**Port wiring**

Scale bar: 20 microns.
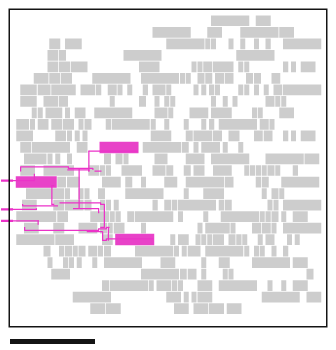
**Metal 2**

Scale bar: 20 microns.
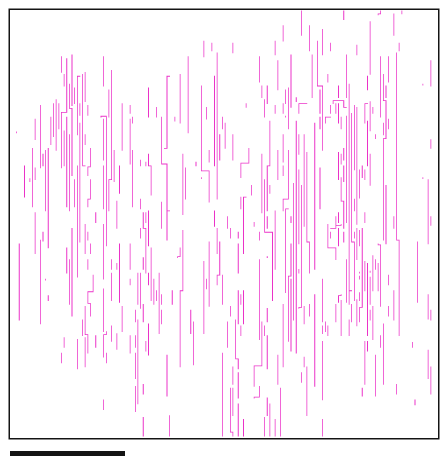
**Routed metal, one colour a layer**

Only two layers are drawn.
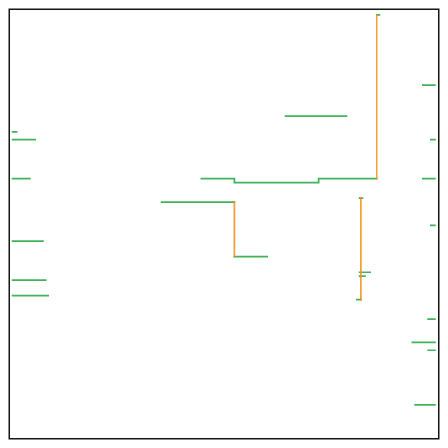
**src/rtl/lobinho_pkg.sv**
```systemverilog
// rtl/lobinho_pkg.sv - role codes and FSM state codes for the role drawer
package lobinho_pkg;

  // 2-bit role code stored per player in the role vector
  localparam logic [1:0] ALDEAO = 2'b00;
  localparam logic [1:0] LOBO   = 2'b01;
  localparam logic [1:0] MEDICO = 2'b10;

  typedef enum logic [1:0] {
    IDLE   = 2'd0,
    GERA   = 2'd1,
    PRONTO = 2'd2
  } estado_t;

  // Codes shown on the debug port
  localparam logic [4:0] DB_IDLE   = 5'd0;
  localparam logic [4:0] DB_GERA   = 5'd1;
  localparam logic [4:0] DB_PRONTO = 5'd2;
  localparam logic [4:0] DB_ERRO   = 5'b11111;

endpackage

```
**src/rtl/edge_detector.sv**
```systemverilog
// rtl/edge_detector.sv - 2-FF rising edge detector for the seed button
module edge_detector (
  input  logic clock,
  input  logic reset_n,
  input  logic entrada,
  output logic pulso
);

  logic amostra;
  logic anterior;

  // Sample the raw level, then keep the previous sample for comparison
  always_ff @(posedge clock or negedge reset_n) begin
    if (!reset_n) begin
      amostra  <= 1'b0;
      anterior <= 1'b0;
    end else begin
      amostra  <= entrada;
      anterior <= amostra;
    end
  end

  // One-cycle pulse after a low-to-high transition has been sampled
  assign pulso = amostra & ~anterior;

endmodule

```
**src/rtl/sorteador_papeis.sv**
```systemverilog
// rtl/sorteador_papeis.sv - enumerates (lobo, medico) pairs and builds the role vector serially
module sorteador_papeis
  import lobinho_pkg::*;
#(
  parameter int NUM_JOGADORES = 5,
  parameter int IDX_W         = $clog2(NUM_JOGADORES)
) (
  input  logic                       clock,
  input  logic                       reset_n,
  input  logic                       botao,
  input  logic                       modo_auto,
  input  logic                       sortear,
  input  logic                       limpa,
  output logic [2*NUM_JOGADORES-1:0] papeis,
  output logic                       pronto,
  output logic                       ocupado,
  output logic [IDX_W-1:0]           lobo_idx,
  output logic [IDX_W-1:0]           medico_idx,
  output logic [4:0]                 db_estado
);

  localparam int               N      = NUM_JOGADORES;
  localparam logic [IDX_W-1:0] ULTIMO = IDX_W'(N - 1);
  localparam logic [IDX_W:0]   N_EXT  = (IDX_W + 1)'(N);

  logic                 pulso;
  logic                 avanca;
  logic [IDX_W-1:0]     lobo;
  logic [IDX_W-1:0]     offset;
  logic [IDX_W:0]       soma;
  estado_t              estado;
  logic [IDX_W-1:0]     cap_lobo;
  logic [IDX_W-1:0]     cap_medico;
  logic [IDX_W-1:0]     jogador;
  logic [2*N-1:0]       sombra;
  logic [2*N-1:0]       sombra_prox;

  edge_detector u_borda (
    .clock   (clock),
    .reset_n (reset_n),
    .entrada (botao),
    .pulso   (pulso)
  );

  assign avanca = modo_auto | pulso;

  // Candidate counter: offset runs 1..N-1 inside each lobo, so medico never equals lobo
  always_ff @(posedge clock or negedge reset_n) begin
    if (!reset_n) begin
      lobo   <= '0;
      offset <= IDX_W'(1);
    end else if (avanca) begin
      if (offset == ULTIMO) begin
        offset <= IDX_W'(1);
        lobo   <= (lobo == ULTIMO) ? '0 : lobo + IDX_W'(1);
      end else begin
        offset <= offset + IDX_W'(1);
      end
    end
  end

  // medico = (lobo + offset) mod N, one extra bit avoids overflow before the wrap
  always_comb begin
    soma       = {1'b0, lobo} + {1'b0, offset};
    medico_idx = (soma >= N_EXT) ? IDX_W'(soma - N_EXT) : soma[IDX_W-1:0];
  end

  assign lobo_idx = lobo;

  // Shadow vector with the current player's role merged in
  always_comb begin
    sombra_prox = sombra;
    for (int p = 0; p < N; p++) begin
      if (IDX_W'(p) == jogador) begin
        if (jogador == cap_lobo)
          sombra_prox[2*(N-1-p) +: 2] = LOBO;
        else if (jogador == cap_medico)
          sombra_prox[2*(N-1-p) +: 2] = MEDICO;
        else
          sombra_prox[2*(N-1-p) +: 2] = ALDEAO;
      end
    end
  end

  // Draw FSM: capture, fill one player per cycle, publish the whole vector at once
  always_ff @(posedge clock or negedge reset_n) begin
    if (!reset_n) begin
      estado     <= IDLE;
      papeis     <= '0;
      sombra     <= '0;
      cap_lobo   <= '0;
      cap_medico <= '0;
      jogador    <= '0;
    end else if (limpa) begin
      estado  <= IDLE;
      papeis  <= '0;
      sombra  <= '0;
      jogador <= '0;
    end else begin
      case (estado)
        IDLE, PRONTO: begin
          if (sortear) begin
            cap_lobo   <= lobo;
            cap_medico <= medico_idx;
            jogador    <= '0;
            estado     <= GERA;
          end
        end
        GERA: begin
          sombra <= sombra_prox;
          if (jogador == ULTIMO) begin
            papeis <= sombra_prox;
            estado <= PRONTO;
          end else begin
            jogador <= jogador + IDX_W'(1);
          end
        end
        default: estado <= IDLE;
      endcase
    end
  end

  assign pronto  = (estado == PRONTO);
  assign ocupado = (estado == GERA);

  // Debug view of the state register
  always_comb begin
    case (estado)
      IDLE:    db_estado = DB_IDLE;
      GERA:    db_estado = DB_GERA;
      PRONTO:  db_estado = DB_PRONTO;
      default: db_estado = DB_ERRO;
    endcase
  end

endmodule
```
**config.mk**
```make
export PLATFORM = sky130hd
export DESIGN_NAME = sorteador_papeis
export DESIGN_NICKNAME = d
export VERILOG_FILES = /design/src/rtl/lobinho_pkg.sv /design/src/rtl/edge_detector.sv /design/src/rtl/sorteador_papeis.sv
export SDC_FILE = /design/constraint.sdc
export NUM_CORES = 1
export LEC_CHECK = 0
export ABC_AREA = 1
export CORE_UTILIZATION = 40
export DETAILED_ROUTE_END_ITERATION = 16
export HOLD_SLACK_MARGIN = 0.15
export SETUP_SLACK_MARGIN = 0.3
export SLEW_MARGIN = 20
export SYNTH_ARGS = -nofsm -noshare
export SYNTH_HDL_FRONTEND = slang
export SYNTH_SLANG_ARGS = --single-unit
```
**constraint.sdc**
```tcl
create_clock -name clock -period 2.3 [get_ports clock]
set_input_delay 0.23 -clock clock [delete_from_list [all_inputs] [get_ports clock]]
set_output_delay 0.23 -clock clock [all_outputs]
set_load 0.01 [all_outputs]
```
==> out/notes.md <==
### Status
• finished, violations left — result of the run
• negative setup slack — failing checks

### Synth
• 100.0% — share of flip-flops with an asynchronous set or reset after synthesis
• 8.052 sq um — mean cell area of the mapped netlist
• sky130_fd_sc_hd__dfrtp_1 — dominant register cell in the synthesized netlist
• 38 — FF+latch count, synth
• 0 — EDFF count, synth
• 262 — number of standard cells reported by yosys
• 27 — number of distinct library cells after synthesis
• sky130_fd_sc_hd__nand2_1, sky130_fd_sc_hd__dfrtp_1, sky130_fd_sc_hd__inv_1 — top cell types by occurrence after synthesis

### Final timing
• -0.6992 ns — total negative setup slack
• 108.6% — ratio of final minimum period to clock period
• 5 — total setup violations reported at the end of the flow
• -0.1968 ns — fin worst setup slack

### Worst setup path
• 2.07 ns — required time worst endpoint
• output pin — Critical Path End Type
• 4 — buffering stage count on the worst path with inverters included
• 3 — maximum fanout along the worst path

### Clocking
• 0.29 ns — clock latency reported for the late side of the worst-skew pair
• sky130_fd_sc_hd__clkbuf_8 — Clk Tree Root Cell
• 2 — H-Tree Level Count
• 2 — clk buf depth

### Finish
• 953.4 sq um — footprint of the flip-flops and latches
• 19.49% — fraction of final layout cells sized beyond drive strength 1

### Power
• 0.001940 V — IR Drop Worst-Case VDD
• 11.3% — part of the power in the clock network
• 1492 mW/mm^2 — Cell Pwr Density
• 1.447 nW — leak pwr

### GRT
• 0 — number of antenna violations at the first check in global routing
• 39 — maximum number of pins on one net before global-route repair

### Floorplanning
• 74.62 microns — die outline height
• 26 — # rows

### Route
• 4367 microns — final routed wirelength across all metal layers
• 0 — number of antenna-violating nets in the routed design
• 1769 — number of vias after detailed routing
• 11.40 microns — final routed wire length divided by cell count

### Placed design
• -0.3041 ns — worst setup slack before clock tree synthesis

### Hold path
• reg -> reg — Worst Hold Class

About 'port wiring':
lobo_idx: drawn in magenta, direction output, end cells 3, buffers 6, wire 152 microns.

About 'metal 2':
The layer holds 49% of the routed length. The layer carries 2150 microns of wire. The wires run mostly vertical. 259 nets have wire on it. The longest straight run is 40.5 microns.

About 'routed metal, one colour a layer':
metal 4: drawn in orange, wire length 55.8 microns. metal 3: drawn in green, wire length 105 microns.

## through the flow
step | cells | hold WS (ns) | instance area (sq um)
final | 383 | 0.3768 | 2768
after global routing | 383 | 0.3815 | 2768
after CTS | 381 | 0.3779 | 2734
after detailed placement | 366 | 0.3602 | 2564
after global placement | 366 | 0.3584 | 2564
after floorplan | 262 | -0.06559 | 2146
## area by class of cell
| type | instances | share of cell area, % |
|---|---|---|
| timing repair buffer | 52 | 17.09 |
| multi-input combinational | 186 | 38.07 |
| tap | 70 | 3.165 |
| clock buffer | 7 | 3.119 |
| clock inverter | 1 | 0.1808 |
| inverter | 29 | 3.933 |
| sequential | 38 | 34.45 |
## flip-flops by register name, summed over array words and instances, names as in the netlist
register          flops
cap_lobo              3
lobo_idx              3
papeis               10
u_borda.amostra       1
jogador               3
cap_medico            3
estado                2
u_borda.anterior      1
offset                3
sombra                9
## cell families after synthesis
group	share of synthesized area (%)
AOI/OAI and AO/OA	5.872
xor gates and xnor gates	2.491
adders and majority gates	9.253
buffers and inverters	7.889
DFF	45.14
and+or+nand+nor	29.36
## power groups by stage
| stage | combinational (mW) | sequential [mW] | clock, mW |
|---|---|---|---|
| final | 2.74 | 0.924 | 0.468 |
| after detailed placement | 2.11 | 0.935 | 0 |
| after floorplan | 1.11 | 0.958 | 0 |
| after CTS | 2.51 | 0.926 | 0.488 |
| after global routing | 3.01 | 0.945 | 0.517 |
| after global placement | 2.10 | 0.933 | 0 |
## repair_timing
action,in CTS,in global routing
setup buffers,6,2
pin swaps,7,1
gates resized,21,4
hold buffers,1,0
hold endpoints to repair,37,0
setup endpoints to repair,6,6
## metal layers
layer,track usage (%),share of wire (%),up-vias
met4,5.031,1.3,0
met5,0,0,-
li1,-,-,931
met3,4.016,2.4,6
met1,21.37,47,805
met2,31.63,49,27
Power and IR drop assume default switching activity.
